`src/rtl/ddr_tx_sequencer.sv`:
```
// ddr_tx_sequencer: frame-level controller for the HDR-DDR transmit serializer.
// Steps the serializer through one write or read-command frame. The sequencer
// moves to the next mode on each i_tx_mode_done pulse, and it strobes the
// register file once per data byte.
//
// Ports:
//   i_sys_clk, i_sys_rst    clock and asynchronous active-low reset
//   i_engine_start          start request (sampled in IDLE only)
//   i_engine_rnw            1 = read command, 0 = write (latched at start)
//   i_engine_word_cnt       data words for a write (latched at start)
//   i_engine_restart        end pattern: 1 = restart, 0 = exit (latched at start)
//   i_engine_abort          abort request (latched while busy, before END)
//   i_tx_mode_done          serializer mode-complete pulse
//   o_tx_en, o_tx_mode      serializer enable and 4-bit mode select
//   o_tx_rnw                latched R/W bit for the serializer
//   o_regf_rd_en            one-cycle register-file byte advance
//   o_busy, o_done          frame in progress / one-cycle completion pulse
//   o_aborted               frame ended by abort (held until next start)
//   o_words_left            remaining data words
module ddr_tx_sequencer #(
    parameter int unsigned WC_W = 8
) (
    input  logic            i_sys_clk,
    input  logic            i_sys_rst,
    input  logic            i_engine_start,
    input  logic            i_engine_rnw,
    input  logic [WC_W-1:0] i_engine_word_cnt,
    input  logic            i_engine_restart,
    input  logic            i_engine_abort,
    input  logic            i_tx_mode_done,
    output logic            o_tx_en,
    output logic [3:0]      o_tx_mode,
    output logic            o_tx_rnw,
    output logic            o_regf_rd_en,
    output logic            o_busy,
    output logic            o_done,
    output logic            o_aborted,
    output logic [WC_W-1:0] o_words_left
);

    localparam logic [3:0] M_ZEROS   = 4'd0;
    localparam logic [3:0] M_ADDR    = 4'd1;
    localparam logic [3:0] M_PRE     = 4'd2;
    localparam logic [3:0] M_ONE     = 4'd3;
    localparam logic [3:0] M_ZERO    = 4'd4;
    localparam logic [3:0] M_DATA    = 4'd5;
    localparam logic [3:0] M_PAR     = 4'd6;
    localparam logic [3:0] M_CRC     = 4'd7;
    localparam logic [3:0] M_TOK     = 4'd8;
    localparam logic [3:0] M_RESTART = 4'd9;
    localparam logic [3:0] M_EXIT    = 4'd10;

    typedef enum logic [3:0] {
        S_IDLE, S_CMD_PRE, S_CMD_RNW, S_CMD_ZEROS, S_CMD_ADDR, S_CMD_PAR,
        S_DATA_P1, S_DATA_P0, S_DATA_B1, S_DATA_B2, S_DATA_PAR,
        S_CRC_PRE, S_CRC_TOK, S_CRC_VAL, S_END
    } state_t;

    state_t state;
    logic   restart_q;
    logic   abort_q;
    logic   abort_now;
    logic   last_word;
    logic   no_words;

    // An abort arriving with the mode_done pulse takes effect on that pulse.
    assign abort_now = abort_q | i_engine_abort;
    assign last_word = (o_words_left == WC_W'(1));
    assign no_words  = (o_words_left == WC_W'(0));

    // Successor of a non-END state in an unaborted frame.
    function automatic state_t next_of(state_t s, logic rnw, logic zero_wc, logic last);
        case (s)
            S_CMD_PRE:   next_of = S_CMD_RNW;
            S_CMD_RNW:   next_of = S_CMD_ZEROS;
            S_CMD_ZEROS: next_of = S_CMD_ADDR;
            S_CMD_ADDR:  next_of = S_CMD_PAR;
            // The read data phase belongs to the receive path.
            S_CMD_PAR:   next_of = (rnw || zero_wc) ? S_END : S_DATA_P1;
            S_DATA_P1:   next_of = S_DATA_P0;
            S_DATA_P0:   next_of = S_DATA_B1;
            S_DATA_B1:   next_of = S_DATA_B2;
            S_DATA_B2:   next_of = S_DATA_PAR;
            S_DATA_PAR:  next_of = last ? S_CRC_PRE : S_DATA_P1;
            S_CRC_PRE:   next_of = S_CRC_TOK;
            S_CRC_TOK:   next_of = S_CRC_VAL;
            S_CRC_VAL:   next_of = S_END;
            default:     next_of = S_IDLE;
        endcase
    endfunction

    // Serializer mode driven while in a given state.
    function automatic logic [3:0] mode_of(state_t s, logic rnw, logic restart);
        case (s)
            S_CMD_PRE:   mode_of = M_PRE;
            S_CMD_RNW:   mode_of = rnw ? M_ONE : M_ZERO;
            S_CMD_ZEROS: mode_of = M_ZEROS;
            S_CMD_ADDR:  mode_of = M_ADDR;
            S_CMD_PAR:   mode_of = M_PAR;
            S_DATA_P1:   mode_of = M_ONE;
            S_DATA_P0:   mode_of = M_ZERO;
            S_DATA_B1:   mode_of = M_DATA;
            S_DATA_B2:   mode_of = M_DATA;
            S_DATA_PAR:  mode_of = M_PAR;
            S_CRC_PRE:   mode_of = M_PRE;
            S_CRC_TOK:   mode_of = M_TOK;
            S_CRC_VAL:   mode_of = M_CRC;
            S_END:       mode_of = restart ? M_RESTART : M_EXIT;
            default:     mode_of = M_ZEROS;
        endcase
    endfunction

    // Frame FSM with registered outputs.
    always_ff @(posedge i_sys_clk or negedge i_sys_rst) begin
        if (!i_sys_rst) begin
            state        <= S_IDLE;
            restart_q    <= 1'b0;
            abort_q      <= 1'b0;
            o_tx_en      <= 1'b0;
            o_tx_mode    <= 4'd0;
            o_tx_rnw     <= 1'b0;
            o_regf_rd_en <= 1'b0;
            o_busy       <= 1'b0;
            o_done       <= 1'b0;
            o_aborted    <= 1'b0;
            o_words_left <= WC_W'(0);
        end else begin
            o_regf_rd_en <= 1'b0;
            o_done       <= 1'b0;
            if (state == S_IDLE) begin
                if (i_engine_start) begin
                    state        <= S_CMD_PRE;
                    restart_q    <= i_engine_restart;
                    abort_q      <= 1'b0;
                    o_tx_en      <= 1'b1;
                    o_tx_mode    <= M_PRE;
                    o_tx_rnw     <= i_engine_rnw;
                    o_busy       <= 1'b1;
                    o_aborted    <= 1'b0;
                    o_words_left <= i_engine_word_cnt;
                end
            end else if (state == S_END) begin
                // Aborts are no longer accepted once END is reached.
                if (i_tx_mode_done) begin
                    state     <= S_IDLE;
                    o_tx_en   <= 1'b0;
                    o_tx_mode <= 4'd0;
                    o_busy    <= 1'b0;
                    o_done    <= 1'b1;
                    o_aborted <= abort_q;
                end
            end else begin
                if (i_engine_abort) begin
                    abort_q <= 1'b1;
                end
                if (i_tx_mode_done) begin
                    if (abort_now) begin
                        state     <= S_END;
                        o_tx_mode <= M_EXIT;
                    end else begin
                        state     <= next_of(state, o_tx_rnw, no_words, last_word);
                        o_tx_mode <= mode_of(next_of(state, o_tx_rnw, no_words, last_word),
                                             o_tx_rnw, restart_q);
                        if (state == S_DATA_B1 || state == S_DATA_B2) begin
                            o_regf_rd_en <= 1'b1;
                        end
                        if (state == S_DATA_PAR) begin
                            o_words_left <= o_words_left - WC_W'(1);
                        end
                    end
                end
            end
        end
    end

endmodule

```
`config.mk`:
```
export PLATFORM = sky130hd
export DESIGN_NAME = ddr_tx_sequencer
export DESIGN_NICKNAME = d
export VERILOG_FILES = /design/src/rtl/ddr_tx_sequencer.sv
export SDC_FILE = /design/constraint.sdc
export NUM_CORES = 1
export LEC_CHECK = 0
export CELL_PAD_IN_SITES_DETAIL_PLACEMENT = 0
export CELL_PAD_IN_SITES_GLOBAL_PLACEMENT = 1
export CORE_MARGIN = 1.5
export CORE_UTILIZATION = 40
export DETAILED_ROUTE_END_ITERATION = 8
export HOLD_SLACK_MARGIN = 0.06
export PLACE_DENSITY_LB_ADDON = 0.1
export SYNTH_ARGS = -nofsm -noshare
export SYNTH_HDL_FRONTEND = slang
export SYNTH_SLANG_ARGS = --single-unit
```
`constraint.sdc`:
```
create_clock -name i_sys_clk -period 5.3 [get_ports i_sys_clk]
set_input_delay 1.325 -clock i_sys_clk [delete_from_list [all_inputs] [get_ports i_sys_clk]]
set_output_delay 1.325 -clock i_sys_clk [all_outputs]
set_load 0.02 [all_outputs]
```
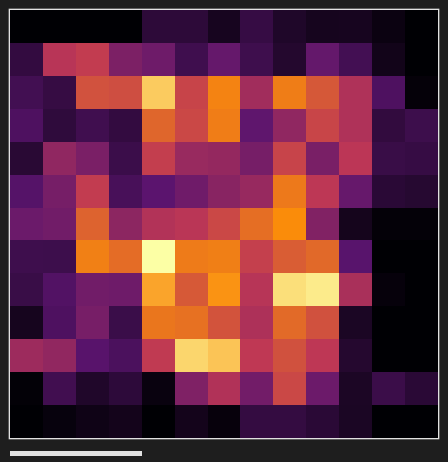
(images/route_heat.png)
The bar under the picture is 20 um long. 13 x 13 tiles, from black (low) to pale yellow (high), scaled to the fullest tile. Values are wire area over tile area, all layers added.
mean over tiles: 0.15
densest ninth of the die: centre
tiles over half the peak: 26%

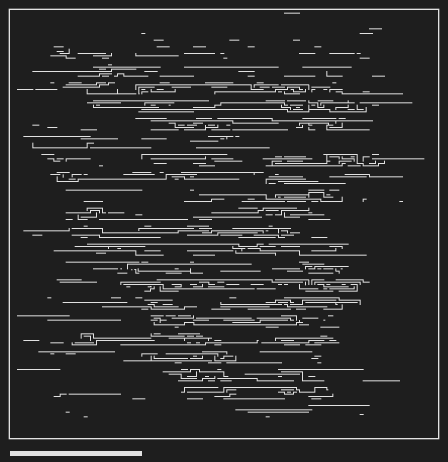
(images/m1.png)
The bar under the picture is 20 um long.
main direction: horizontal
longest straight run: 23.0 um
share of all routed wire: 48%
wire length on this layer: 1960 um

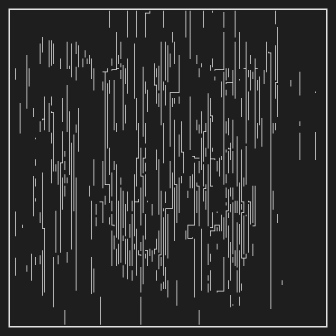
(images/m2.png)
main direction: vertical
wire length on this layer: 1800 um
longest straight run: 52.5 um
share of all routed wire: 44%
nets with wire on the layer: 188

## cell usage in the layout, fill, tap and decap left out, drive strengths merged, types with 3 or more instances in the layout
master	instances
nand2b	3
dfrtp	23
inv	6
a22o	4
nand2	16
a211oi	3
a21oi	21
nor4	3
a21o	4
o21a	4
clkbuf	3
ha	3
nor2	11
clkdlybuf4s50	32
nor3	3
o21ai	24
nand3	3
## stage by stage
stage / cells / power [W] / util
floorplan: 177 / 0.0005742 / -
global placement: 245 / 0.0007116 / 0.5048
detailed placement: 245 / 0.0007156 / 0.5048
CTS: 249 / 0.0008326 / 0.5174
global route: 249 / 0.0008991 / 0.5174
finish: 249 / 0.0008312 / 0.5174
## cell type report
cell class              instances  area [um2]
multi-input cells             136       869.6
clock inverters                 1       5.005
clock buffers                   3       41.29
well taps                      48       60.06
inverters                       6       22.52
flip-flops and latches         23       575.6
fillers                       347        1767
repair buffers                 32       320.3
## worst max-delay path by stage
stage	startpoint	end	slack, ps	depth (start not counted)
after floorplan	i_tx_mode_done	o_words_left[3]$_DFFE_PN0P_	2850	5
after global placement	i_engine_abort	o_words_left[3]$_DFFE_PN0P_	1990	6
after detailed placement	i_engine_abort	o_words_left[3]$_DFFE_PN0P_	1900	6
after CTS	i_engine_abort	o_words_left[3]$_DFFE_PN0P_	2200	6
after global routing	i_engine_abort	o_words_left[3]$_DFFE_PN0P_	2040	6
final	i_engine_abort	o_words_left[3]$_DFFE_PN0P_	2190	6
## worst max-delay path: stages
cell	delay, ps
clkdlybuf4s50_1	420
nor2_1	530
nand2_1	210
o21ai_2	370
o21ai_0	160
a22o_1	260
## metal layers
layer,GRT usage,share of wire,vias up
li1,-,-,698
met1,0.3115,0.48,725
met2,0.3183,0.44,48
met3,0.04167,0.058,5
met4,0.07447,0.015,0
met5,0,0,-
## cells by family (layout without fill, tap and decap cells)
kind of cell	Yosys count	after routing	share of synthesized area
simple gates	52	52	0.1958
compound gates	76	76	0.3132
flops	23	23	0.3752
fa+ha+maj	3	3	0.02447
xor+xnor	1	1	0.005711
mux	4	4	0.02773
buf+inv	18	42	0.05792
## Yosys cell counts, drive strengths merged
cell type / number
a211oi: 3
a21boi: 2
a21o: 4
a21oi: 21
a222oi: 1
a22o: 4
a22oi: 1
a2bb2oi: 2
a31oi: 2
a32o: 1
and2: 2
buf: 10
clkbuf: 2
dfrtp: 23
ha: 3
inv: 6
mux2: 2
mux2i: 2
nand2: 16
nand2b: 3
nand3: 3
nand3b: 2
nand4bb: 1
nor2: 11
nor2b: 1
nor3: 3
nor3b: 1
nor4: 3
nor4b: 1
nor4bb: 1
o211ai: 2
o21a: 4
o21ai: 24
o21bai: 1
o2bb2ai: 1
o31ai: 1
o32ai: 2
or3: 1
or3b: 1
or4: 1
or4b: 1
xor2: 1
## power groups by stage
stage               Clock [W]  Sequential (W)  Combinational, W
floorplan                   0        0.000303          0.000271
global placement            0        0.000311          0.000401
detailed placement          0        0.000314          0.000402
CTS                  0.000118        0.000311          0.000404
global route         0.000126        0.000326          0.000446
finish               0.000114        0.000314          0.000404
==> metrics.yaml <==
fin_crit_sh: 0.5859
ys_seq_share: 0.3752
reg2reg_to: "o_words_left[3]$_DFFE_PN0P_"
n_antenna_cell: 0
drt_iter0_markers: 163
grt_first_pass_wirelength_um: 6948
grt-ovfl-total: 0
post_cts_buffers: 0
wire_per_inst_um: 16.29
finalCriticalPeriod_ps: 3105
synth_flop_count: 23
synthToLayoutAreaGrowth_pct: 23.49
grt_pass1_vias: 1398
fin_ws_ps: 2195
drv_cap: 0
dpl_cell_area_um2: 1848
warnings: 28
detail_route.first_pass.iterations: 4
avgSynthCellArea_um2: 8.667
grt_usage: 0.2152
crit_type: "primary input to register"
switchingPower_w: 0.0003699
setup_viol: 0
timing.hold.ws_ps: 528.7
floorplan.nets: 195
switching_share: 0.4450
fin_area_um2: 1894
r2r-start: "state[2]$_DFFE_PN0P_"
ys_area_um2: 1534
status: "completed"
regMostFlops: "o_words_left"
via_per_inst: 5.928
cts_hold_buf: 0
power_density_nw_per_um2: 438.8
clkPwrFrac: 0.137
rr_worst_depth: 5
cts_tree: "done"
cts_buffer_depth: 2
core-area_um2: 3661
ant_nets: 0
dieWidth_um: 64.93
globalplace.congestion: 0.8620
synthCells: 177
min_to: "o_tx_mode[2]$_DFFE_PN0P_"
pre_cts_ws_ps: 1902
worst_setup_path_end_kind: "register"
crit_path_start_kind: "primary input"
Power figures rest on the tool's default switching activity, not on a simulated workload.
